===== src/rtl/reg_seq_pkg.sv =====
// Shared types and constants for the register-operation sequencer and its ALU.
package reg_seq_pkg;

    localparam int W_DEF = 16;
    localparam int IMM_W = 8;

    typedef enum logic [1:0] {
        OP_MOVI = 2'd0,
        OP_ADD  = 2'd1,
        OP_AND  = 2'd2,
        OP_MVN  = 2'd3
    } op_t;

    typedef enum logic [2:0] {
        S_IDLE = 3'd0,
        S_RD_A = 3'd1,
        S_RD_B = 3'd2,
        S_EXEC = 3'd3,
        S_WB   = 3'd4
    } state_t;

endpackage


===== src/rtl/reg_op_sequencer_alu16.sv =====
// Combinational ALU for the sequencer: ADD with signed-overflow flag, AND, MVN (~B).
module alu16
    import reg_seq_pkg::*;
#(
    parameter int W = W_DEF
) (
    input  logic [W-1:0] A,
    input  logic [W-1:0] B,
    input  op_t          op,
    output logic [W-1:0] C,
    output logic         V
);

    always_comb begin
        C = '0;
        V = 1'b0;
        case (op)
            OP_ADD: begin
                C = A + B;
                // Overflow when both operands share a sign the sum does not.
                V = (A[W-1] == B[W-1]) && (C[W-1] != A[W-1]);
            end
            OP_AND:  C = A & B;
            OP_MVN:  C = ~B;
            default: C = '0;
        endcase
    end

endmodule


===== src/rtl/reg_op_sequencer.sv =====
// Multi-cycle register-file instruction sequencer (MOVI/ADD/AND/MVN).
// Optional flag registers are built when REG_SEQ_STATUS_EN is defined.
module reg_op_sequencer
    import reg_seq_pkg::*;
#(
    parameter int W         = W_DEF,
    parameter int NREG_BITS = 3
) (
    input  logic                 clk,
    input  logic                 reset,
    input  logic                 in_valid,
    output logic                 in_ready,
    input  logic [1:0]           op,
    input  logic [NREG_BITS-1:0] rd,
    input  logic [NREG_BITS-1:0] rn,
    input  logic [NREG_BITS-1:0] rm,
    input  logic [IMM_W-1:0]     imm8,
    output logic [NREG_BITS-1:0] readnum,
    input  logic [W-1:0]         rf_rdata,
    output logic [NREG_BITS-1:0] writenum,
    output logic                 write,
    output logic [W-1:0]         data_in,
    output logic                 done,
    output logic [2:0]           status,
    output logic [2:0]           dbg_state
);

    // Handshake: an instruction transfers on a posedge with in_valid && in_ready;
    // in_ready is high only in IDLE and in_valid elsewhere is simply dropped.

    state_t               state_q, state_d;
    op_t                  op_q;
    logic [NREG_BITS-1:0] rd_q, rn_q, rm_q;
    logic [W-1:0]         a_q, b_q, c_q;
    logic [W-1:0]         alu_c;
    logic                 alu_v;
    logic [W-1:0]         imm_sext;

    assign imm_sext  = {{(W-IMM_W){imm8[IMM_W-1]}}, imm8};
    assign dbg_state = state_q;

    alu16 #(.W(W)) u_alu (
        .A  (a_q),
        .B  (b_q),
        .op (op_q),
        .C  (alu_c),
        .V  (alu_v)
    );

    always_ff @(posedge clk) begin
        if (reset) begin
            state_q <= S_IDLE;
            op_q    <= OP_MOVI;
            rd_q    <= '0;
            rn_q    <= '0;
            rm_q    <= '0;
            a_q     <= '0;
            b_q     <= '0;
            c_q     <= '0;
        end else begin
            state_q <= state_d;
            case (state_q)
                S_IDLE: begin
                    if (in_valid) begin
                        op_q <= op_t'(op);
                        rd_q <= rd;
                        rn_q <= rn;
                        rm_q <= rm;
                        // MOVI skips the datapath, so its result is captured here.
                        if (op_t'(op) == OP_MOVI) begin
                            c_q <= imm_sext;
                        end
                    end
                end
                S_RD_A:  a_q <= rf_rdata;
                S_RD_B:  b_q <= rf_rdata;
                S_EXEC:  c_q <= alu_c;
                default: ;
            endcase
        end
    end

    always_comb begin
        state_d  = state_q;
        in_ready = 1'b0;
        readnum  = '0;
        writenum = '0;
        write    = 1'b0;
        data_in  = '0;
        done     = 1'b0;
        case (state_q)
            S_IDLE: begin
                in_ready = 1'b1;
                if (in_valid) begin
                    case (op_t'(op))
                        OP_MOVI: state_d = S_WB;
                        OP_MVN:  state_d = S_RD_B;
                        default: state_d = S_RD_A;
                    endcase
                end
            end
            S_RD_A: begin
                readnum = rn_q;
                state_d = S_RD_B;
            end
            S_RD_B: begin
                readnum = rm_q;
                state_d = S_EXEC;
            end
            S_EXEC: state_d = S_WB;
            S_WB: begin
                write    = 1'b1;
                writenum = rd_q;
                data_in  = c_q;
                done     = 1'b1;
                state_d  = S_IDLE;
            end
            default: state_d = S_IDLE;
        endcase
    end

`ifdef REG_SEQ_STATUS_EN
    logic [2:0] status_q;

    // Flags {N,V,Z} follow the ALU result on the EXEC->WB edge; MOVI never visits EXEC.
    always_ff @(posedge clk) begin
        if (reset) begin
            status_q <= 3'b000;
        end else if (state_q == S_EXEC) begin
            status_q <= {alu_c[W-1], alu_v, (alu_c == '0)};
        end
    end

    assign status = status_q;
`else
    assign status = 3'b000;
`endif

endmodule


===== config.mk =====
export PLATFORM = sky130hd
export DESIGN_NAME = reg_op_sequencer
export DESIGN_NICKNAME = d
export VERILOG_FILES = /design/src/rtl/reg_seq_pkg.sv /design/src/rtl/reg_op_sequencer_alu16.sv /design/src/rtl/reg_op_sequencer.sv
export SDC_FILE = /design/constraint.sdc
export NUM_CORES = 1
export LEC_CHECK = 0
export ABC_AREA = 0
export CAP_MARGIN = 20
export CORE_MARGIN = 1.5
export CORE_UTILIZATION = 44
export DETAILED_ROUTE_END_ITERATION = 8
export PLACE_DENSITY = 0.69
export SLEW_MARGIN = 20
export SYNTH_ARGS = -nofsm -noshare
export SYNTH_HDL_FRONTEND = slang
export SYNTH_SLANG_ARGS = --single-unit

===== constraint.sdc =====
create_clock -name clk -period 2.9 [get_ports clk]
set_clock_uncertainty 0.2 [all_clocks]
set_input_delay 0.87 -clock clk [delete_from_list [all_inputs] [get_ports clk]]
set_output_delay 0.87 -clock clk [all_outputs]
set_load 0.05 [all_outputs]

Run 1, met2 routing:
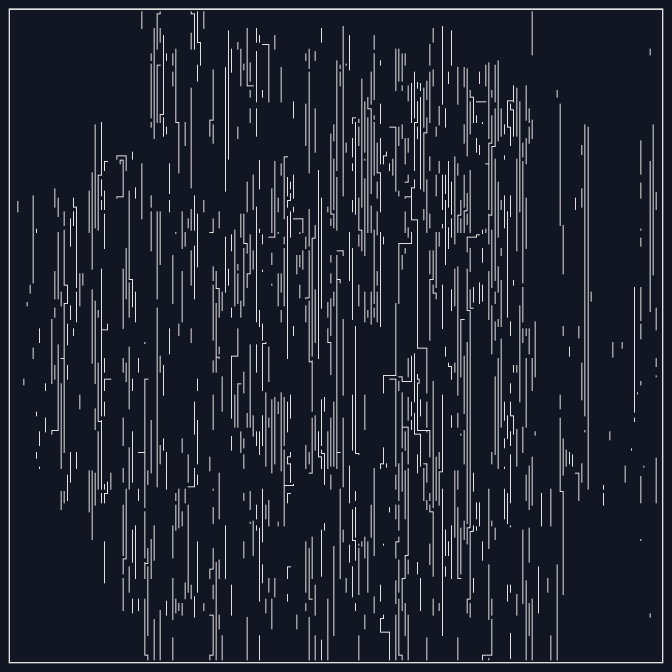
The layer carries 4140 microns of wire. The layer holds 42% of the routed length.

Run 1, signal wires by layer:
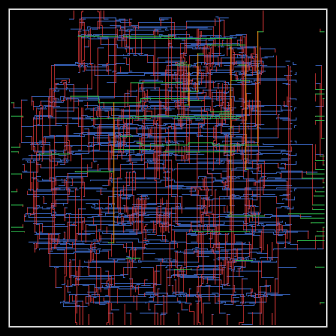
Key: metal 1 = blue [wire length 5110 microns]; metal 4 = orange [wire length 184 microns]; metal 3 = green [wire length 483 microns]; metal 2 = red [wire length 4140 microns]

==> run summary, run 1 <==
Main metrics from the flow reports.

The number of nets in the final layout came out at 613. Leaving out fill and tap cells, the most frequent cell in the layout is nand2_1. TritonCTS built the clock tree. The average wire per cell in the routed design is roughly 15 microns. Looking at the setup timing report, the critical path kind is flip-flop to output pin.

The startpoint identified for the worst register-to-register timing path is b_q[0]. The total count of hold-check failures in the final report came out at 0. The final instance area is approximately 0.0050 sq mm. The post-CTS clock slew at the launch and capture registers of the worst setup and hold paths came out at roughly 0.070 ns. The number of buffers between clock root and the deepest sink is 2. The final weighted congestion recorded by global placement is about 0.9.

The global router's overall resource usage is a little over a fifth. Max-cap violations in this run came to 0. The critical path maximum fanout is 11. The via count of the first global-routing pass is between 3000 and 4000. The run finished with clean final reports. The floorplan core density is between 40 and 50%. The area taken by flip-flops and latches is around 0.0012 sq mm. The x dimension of the die is approximately 97 microns. Before any placement, the netlist area is recorded as around 0.0039 sq mm. The report puts the hold buffer count at CTS at 0.
Run 1, routing congestion map:
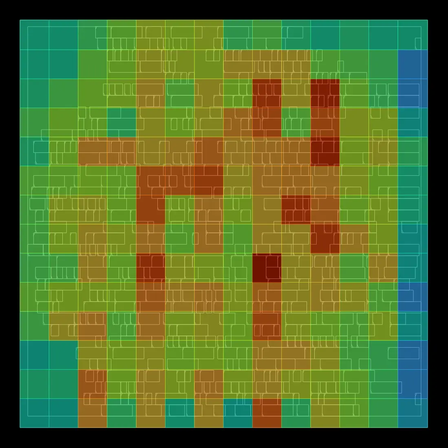
share of the core filled with cells in the final layout: 58.4%
GR met1 Demand/Resource: 32.8%

Run 1, gate-type map:
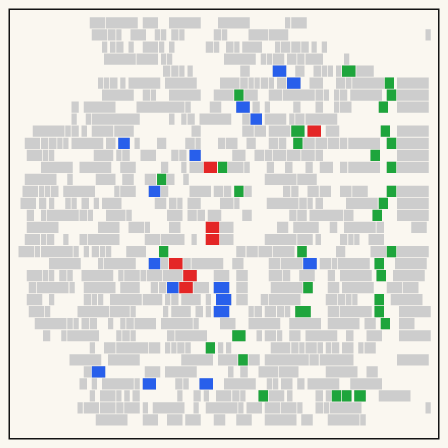
Key: non-inverting ao/oa cells = blue [cells 16]; and/or cells = green [cells 34]; xor and xnor cells = red [cells 7, where middle]

-- run 1: flip-flops by register name, summed over array words and instances, names as in the netlist --
signal / flops
a_q: 16
b_q: 16
c_q: 16
dbg_state: 3
rd_q: 3
rm_q: 3
rn_q: 3
op_q: 2
-- run 1: Yosys cell counts, types with 2 or more instances --
library cell  count
mux2i_1          15
a22o_1            3
mux2_2            2
xnor2_1           4
a221o_1           3
o2bb2ai_1         2
and3_1           23
nor4_1            3
nand4_1           3
o211ai_1          7
o221ai_1          2
and2_1            4
ha_1             19
clkbuf_1         22
buf_1             2
a41oi_1           2
a221oi_1          6
nor2b_1           7
a211oi_1          5
inv_1            20
a21oi_1          64
buf_2             7
buf_4             5
nor3_1            8
o21ai_0          12
a21boi_0          2
nor2_1           19
nand3b_1          3
or3_1             2
dfxtp_1          62
nand2_1         103
nand3_1           9
xor2_1            3
a311oi_1          3
a31o_2            2
a31oi_1           8
a21o_1            5
-- run 1: through the flow --
step,utilization (%),setup TNS (ns),instances,setup slack [ns]
after floorplan,-,-0.0940,501,-0.0473
after global placement,56.0,0,652,0.0767
after detailed placement,56.0,-0.00212,652,-0.00212
after CTS,58.4,0,668,0.0548
after global routing,58.4,0,668,0.114
final,58.4,0,668,0.233
-- run 1: routing by layer --
layer  GRT usage (%)  vias up
met5               0        -
met4            8.14        0
met3            3.68       15
met2            30.7      100
met1            32.8     1723
li1                -     1879
-- run 1: logic make-up after synthesis --
group                    after synthesis  share of synthesized area [%]
AND/OR/NAND/NOR                      195                           25.0
AND-OR/OR-AND                        139                           23.3
flip-flops                            62                           32.1
buffers and inverters                 58                           6.82
adder cells (fa/ha/maj)               20                           6.66
multiplexers                          17                           4.46
XOR/XNOR                               7                           1.58
other                                  1                         0.0969
-- run 1: worst max-delay path, cell delays in order, from the launching register on --
cell,delay [ns]
dfxtp_2,0.49
nor3b_2,0.36
a22o_1,0.25
buf_12,0.15
-- run 1: what timing repair did --
item,in CTS,in global routing
endpoints found under the setup margin,0,3
endpoints found under the hold margin,0,0
setup buffers,0,0
resized,0,1
-- run 1: worst max path at each step --
stage	slack (ns)	cells after the start	endpoint	start
detailed placement	-0.002	8	c_q[4]	op[1]
global route	0.11	3	readnum[0]	dbg_state[0]
global placement	0.08	8	c_q[4]	op[0]
floorplan	-0.05	2	in_ready	dbg_state[2]
CTS	0.05	3	readnum[0]	dbg_state[0]
finish	0.23	3	readnum[0]	dbg_state[0]
-- run 1: area by class of cell --
cell class,instances,area share (%)
Inverter,20,1.49
Clock inverter,6,1.71
Sequential cell,62,24.6
Tap cell,108,2.68
Timing Repair Buffer,81,20.0
Multi-Input combinational cell,381,47.0
Clock buffer,10,2.53
-- run 1: report_power, final --
group / total [uW] / leakage [uW] / switching [uW] / internal (uW)
Clock: 828 / 0.000106 / 345 / 482
Combinational: 534 / 0.00142 / 316 / 218
Sequential: 971 / 0.000506 / 56.3 / 915
Run 1, cell density map:
10 x 10 tiles, from white (low) to dark blue (high), 0 to 100% covered.
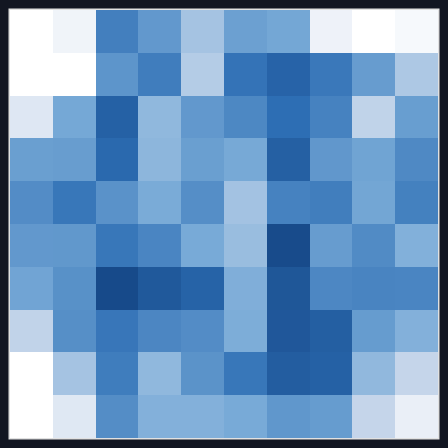

==> run 1 -> run 2 <==
--- a/config.mk
+++ b/config.mk
@@ -5,12 +5,12 @@
 export SDC_FILE = /design/constraint.sdc
 export NUM_CORES = 1
 export LEC_CHECK = 0
-export ABC_AREA = 0
+export ABC_AREA = 1
 export CAP_MARGIN = 20
 export CORE_MARGIN = 1.5
-export CORE_UTILIZATION = 44
+export CORE_UTILIZATION = 53
 export DETAILED_ROUTE_END_ITERATION = 8
-export PLACE_DENSITY = 0.69
+export PLACE_DENSITY = 0.81
 export SLEW_MARGIN = 20
 export SYNTH_ARGS = -nofsm -noshare
 export SYNTH_HDL_FRONTEND = slang
Run 2, cell density map:
9 x 9 tiles, from white (low) to dark blue (high), 0 to 100% covered.
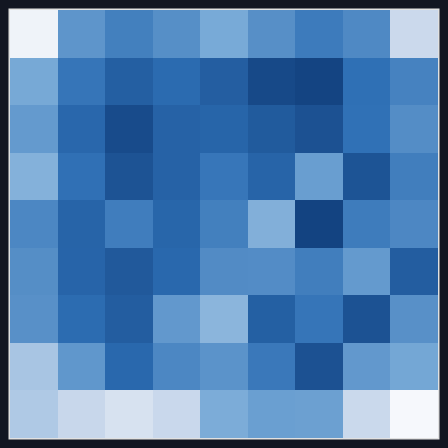
The fullest tile reaches 92%. The mean over all tiles is 64%. 35% of the tiles are over 75% full.

Run 2, routing congestion map:
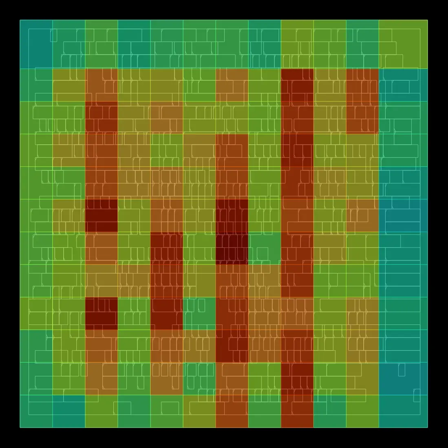
post-detailed-route wirelength per cell: 12.6 microns
met3 usage: 4.29%
met2 GRT Util: 40.0%
global-route total usage across every layer: 26.1%
busiest grt layer: met2

==> run 2 against run 1 <==
Total power increased by 3.7%. Critical path depth up 2. Utilization up 14 points. Via count shrank 0.51%. Sequential cell count unchanged. Global-route usage grew 4.3 points. Synthesized area is 5.1% lower. First-iteration DRC count grew 22%. Register-to-register slack better by 0.25 ns. Sequential power grew 5%.
==> run summary, run 2 <==
Main metrics from the flow reports.

TritonCTS built the clock tree. The required time of the critical path is 1.83 ns. The die height came out at roughly 86 microns.

Leaving out fill and tap cells, the most frequent cell in the layout is nand2_1. The post-CTS setup buffer count is 0. Before placement the cells fill 54.3% of the core. Before CTS, the worst setup slack after placement is roughly 0.18 ns.

The number of nets in the final layout came out at around 690. The post-CTS clock slew at the launch and capture registers of the worst setup and hold paths came out at 0.07 ns. The last weighted congestion value of the routability-driven placer is just under 0.9. After synthesis the cells add up to 0.00367 sq mm. The quantity of gates resized following cts is 3. The initial antenna violation count is 0.

The largest registers in the layout are a_q x16, b_q x16, c_q x16. The core utilization of the finished layout is 72.3%. Yosys reports that the most numerous cell types are nand2_1 (114), inv_1 (91), nor2_1 (70). The number of hold buffers added after CTS was 0. For the worst reg-to-reg path, the startpoint reported by OpenROAD is a_q[0]. The max-cap violation count is 0. The flow ran to the end, and the final reports show no timing, DRC or antenna violations.

The data arrival time at the worst-slack endpoint came out at between 1.5 and 2 ns. The worst-case setup margin in the final layout came out at around 0.13 ns. Endpoints failing hold in the final report were tallied at 0.

The number of buffers between clock root and the deepest sink is 2. The largest driver fanout on the critical path is 20. According to the timing report, the critical path is launched from dbg_state[1]. The critical path in this run is classified as flip-flop to output pin.

The x dimension of the die came out at 86.2 microns. For this run the top cell type by instance count after synthesis was nand2_1. The via count of the first global-routing pass came out at 3287.
## run 2: layout make-up
class                      instances  area (sq um)  area share, %
clock buffer                      11           131           2.69
inverter                          98           370           7.59
sequential                        62          1240           25.4
timing repair buffer              71           925           18.9
multi-input combinational        390          2060           42.3
clock inverter                     5          50.0           1.03
tap                               80           100           2.05
## run 2: critical path, cell delays in order, from the launching register on
cell     delay (ns)
dfxtp_1        0.38
inv_1          0.08
nor3_2         0.18
inv_2          0.22
o22ai_1        0.29
buf_12         0.18
## run 2: power by group
| part | internal, uW | total, uW | switching [uW] |
|---|---|---|---|
| clock | 391 | 719 | 328 |
| sequential | 954 | 1020 | 66.8 |
| combinational | 254 | 679 | 425 |
## run 2: how the worst min path moves through the flow
| stage | startpoint | end | slack (ns) | depth (start not counted) |
|---|---|---|---|---|
| after floorplan | a_q[10] | a_q[10] | 0.23 | 2 |
| after global placement | a_q[4] | a_q[4] | 0.24 | 2 |
| after detailed placement | a_q[12] | a_q[12] | 0.24 | 2 |
| after CTS | a_q[12] | a_q[12] | 0.25 | 2 |
| after global routing | a_q[4] | a_q[4] | 0.28 | 2 |
| final | a_q[15] | a_q[15] | 0.25 | 2 |
## run 2: cells by family (layout without fill, tap and decap cells)
group	after synthesis	count (layout)	synth area share (%)
flops	62	62	33.8
xor+xnor	3	3	0.716
fa+ha+maj	20	20	7.02
other cells	1	3	0.102
compound gates	145	145	21.1
simple gates	219	219	24.3
buf+inv	121	185	12.9
## run 2: per-stage QoR
stage | hold slack [ns] | power [uW] | TNS [ns] | instances
floorplan | 0.228 | 1490 | -1.52 | 573
finish | 0.253 | 2420 | 0 | 717
detailed placement | 0.243 | 1710 | 0 | 701
global route | 0.280 | 2550 | 0 | 717
global placement | 0.238 | 1690 | 0 | 701
CTS | 0.253 | 2420 | 0 | 717
## run 2: routing by layer
| metal | GRT usage [%] | vias to the layer above | wire length (microns) |
|---|---|---|---|
| met4 | 12.8 | 0 | 242 |
| met3 | 4.29 | 15 | 490 |
| met2 | 40.0 | 107 | 4040 |
| met5 | 0 | - | 0 |
| met1 | 35.8 | 1647 | 4280 |
| li1 | - | 1929 | - |
==> run 2 -> run 3 <==
--- a/config.mk
+++ b/config.mk
@@ -11,7 +11,6 @@
 export CORE_UTILIZATION = 53
 export DETAILED_ROUTE_END_ITERATION = 8
 export PLACE_DENSITY = 0.81
-export SLEW_MARGIN = 20
 export SYNTH_ARGS = -nofsm -noshare
 export SYNTH_HDL_FRONTEND = slang
 export SYNTH_SLANG_ARGS = --single-unit
Run 3, cell density map:
9 x 9 tiles, from white (low) to dark blue (high), 0 to 100% covered.
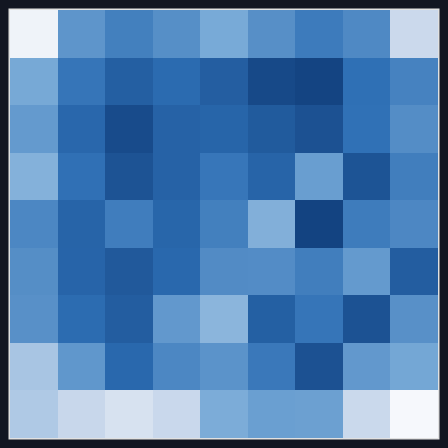
The mean over all tiles is 64%. 35% of the tiles are over 75% full. The fullest tile reaches 92%.

==> run 3 against run 2 <==
Final area is the same. First-iteration DRC count is the same. Critical endpoint unchanged. Largest cell class unchanged. Total power is the same. Sequential cell count is the same.
==> run summary, run 3 <==
Main metrics from the flow reports.

The post-CTS clock slew at the launch and capture registers of the worst setup and hold paths came out at 0.07 ns. The worst-case setup margin in the final layout came out at between 0.1 and 0.15 ns. The CTS tree is done. The category of the critical setup timing path is flip-flop to output pin.

The simple-gate portion of the synthesized area is between 20% and 30%. The switching power share of the total is approximately a third. The synthesis run shows the most used standard cells to be nand2_1 (114), inv_1 (91), nor2_1 (70). The longest individual stage delay on the worst path is about 0.38 ns. For hold timing, the worst endpoint is a_q[15]. The synthesized cell area came out at ~0.0037 sq mm. The initial antenna violation count was 0. The via count of the first global-routing pass was 3287. In the final layout, the registers with the most flip-flops are a_q x16, b_q x16, c_q x16. The number of nets in the final layout is between 600 and 700. Hold repair after CTS inserted 0 buffers. In this run, the synthesized area fraction spent on AND-OR/OR-AND gates is recorded as between 20% and 30%.

The number of buffers between clock root and the deepest sink is 2. In this run the critical register-to-register path is launched from a_q[0]. The net switching power of the design came out at ~800 uW.

The x dimension of the die came out at ~86 microns. Per report_power, the clock group accounts for between 20% and 30% of the total. The source of the worst hold timing path is a_q[15]. The required time of the critical path came out at ~1.8 ns. At the end of routability-driven placement, the weighted congestion stood at between 0.8 and 0.9. The logic area is 0.00206 sq mm.

Among the non-sequential cells, simple AND/OR/NAND/NOR gates take the most area. Before placement the cells fill 54.3% of the core. The run finished with clean final reports.

The total count of hold-check failures in the final report is 0. The area taken by flip-flops and latches is about 0.0012 sq mm.
Run 3, gate-type map:
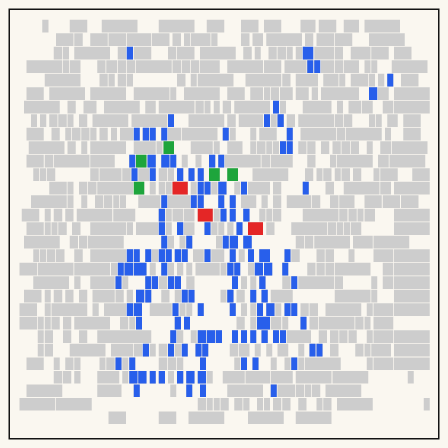
tally of non-filler cells in the final layout: 717
combinational share of cell area: 42.3%
most frequently placed logic cell in the final layout: nand2_1

run 3: cell counts in the layout (fill, tap and decap cells not counted):
No cell type changed its count.
run 3: cell type report:
| type | instances | share of cell area (%) |
|---|---|---|
| Clock buffer | 11 | 2.69 |
| Clock inverter | 5 | 1.03 |
| Inverter | 98 | 7.59 |
| Multi-Input combinational cell | 390 | 42.3 |
| Sequential cell | 62 | 25.4 |
| Tap cell | 80 | 2.05 |
| Timing Repair Buffer | 71 | 18.9 |
run 3: cell families after synthesis:
family / after synthesis
simple gates: 219
compound gates: 145
buf+inv: 121
flops: 62
fa+ha+maj: 20
xor+xnor: 3
other cells: 1
run 3: stage by stage:
stage                     hold WS (ns)  util, %  total power [uW]  instance area [sq um]  TNS (ns)
after floorplan                  0.228        -              1490                   3780     -1.52
after global placement           0.238     69.6              1690                   4700         0
after detailed placement         0.243     69.6              1710                   4700         0
after CTS                        0.253     72.2              2420                   4880         0
after global routing             0.280     72.3              2550                   4880         0
final                            0.253     72.3              2420                   4880         0
run 3: repair_timing:
item                                    in CTS  in global routing
pin swaps                                    0                  0
resized                                      3                  2
endpoints found under the hold margin        0                  0
endpoints found under the setup margin       3                 18
run 3: power by group through the flow:
stage	combinational [uW]	clock [uW]	sequential, uW
final	679	719	1020
after floorplan	456	0	1030
after global placement	655	0	1030
after CTS	673	730	1020
after global routing	750	766	1030
after detailed placement	671	0	1040
run 3: worst max path at each step:
stage / cells after the start / from / end / slack, ns
2_1_floorplan: 5 / dbg_state[1] / readnum[0] / -0.28
3_3_place_gp: 7 / op[0] / c_q[15] / 0.27
3_5_place_dp: 7 / op[0] / c_q[2] / 0.18
4_1_cts: 6 / dbg_state[0] / data_in[6] / 0.02
5_1_grt: 5 / dbg_state[1] / readnum[2] / 0.06
6_report: 5 / dbg_state[1] / readnum[2] / 0.13
run 3: critical path: cells and delay by family, from the launching register on:
family / cells / cell delay, ns
buffers and inverters: 3 / 0.48
DFF: 1 / 0.38
AOI/OAI and AO/OA: 1 / 0.29
and+or+nand+nor: 1 / 0.18
run 3: routing by layer:
| metal | part of all wire (%) | GRT usage, % |
|---|---|---|
| met5 | 0 | 0 |
| met4 | 2.7 | 12.8 |
| met3 | 5.4 | 4.29 |
| met2 | 45 | 40.0 |
| met1 | 47 | 35.8 |
Power and IR drop assume default switching activity.
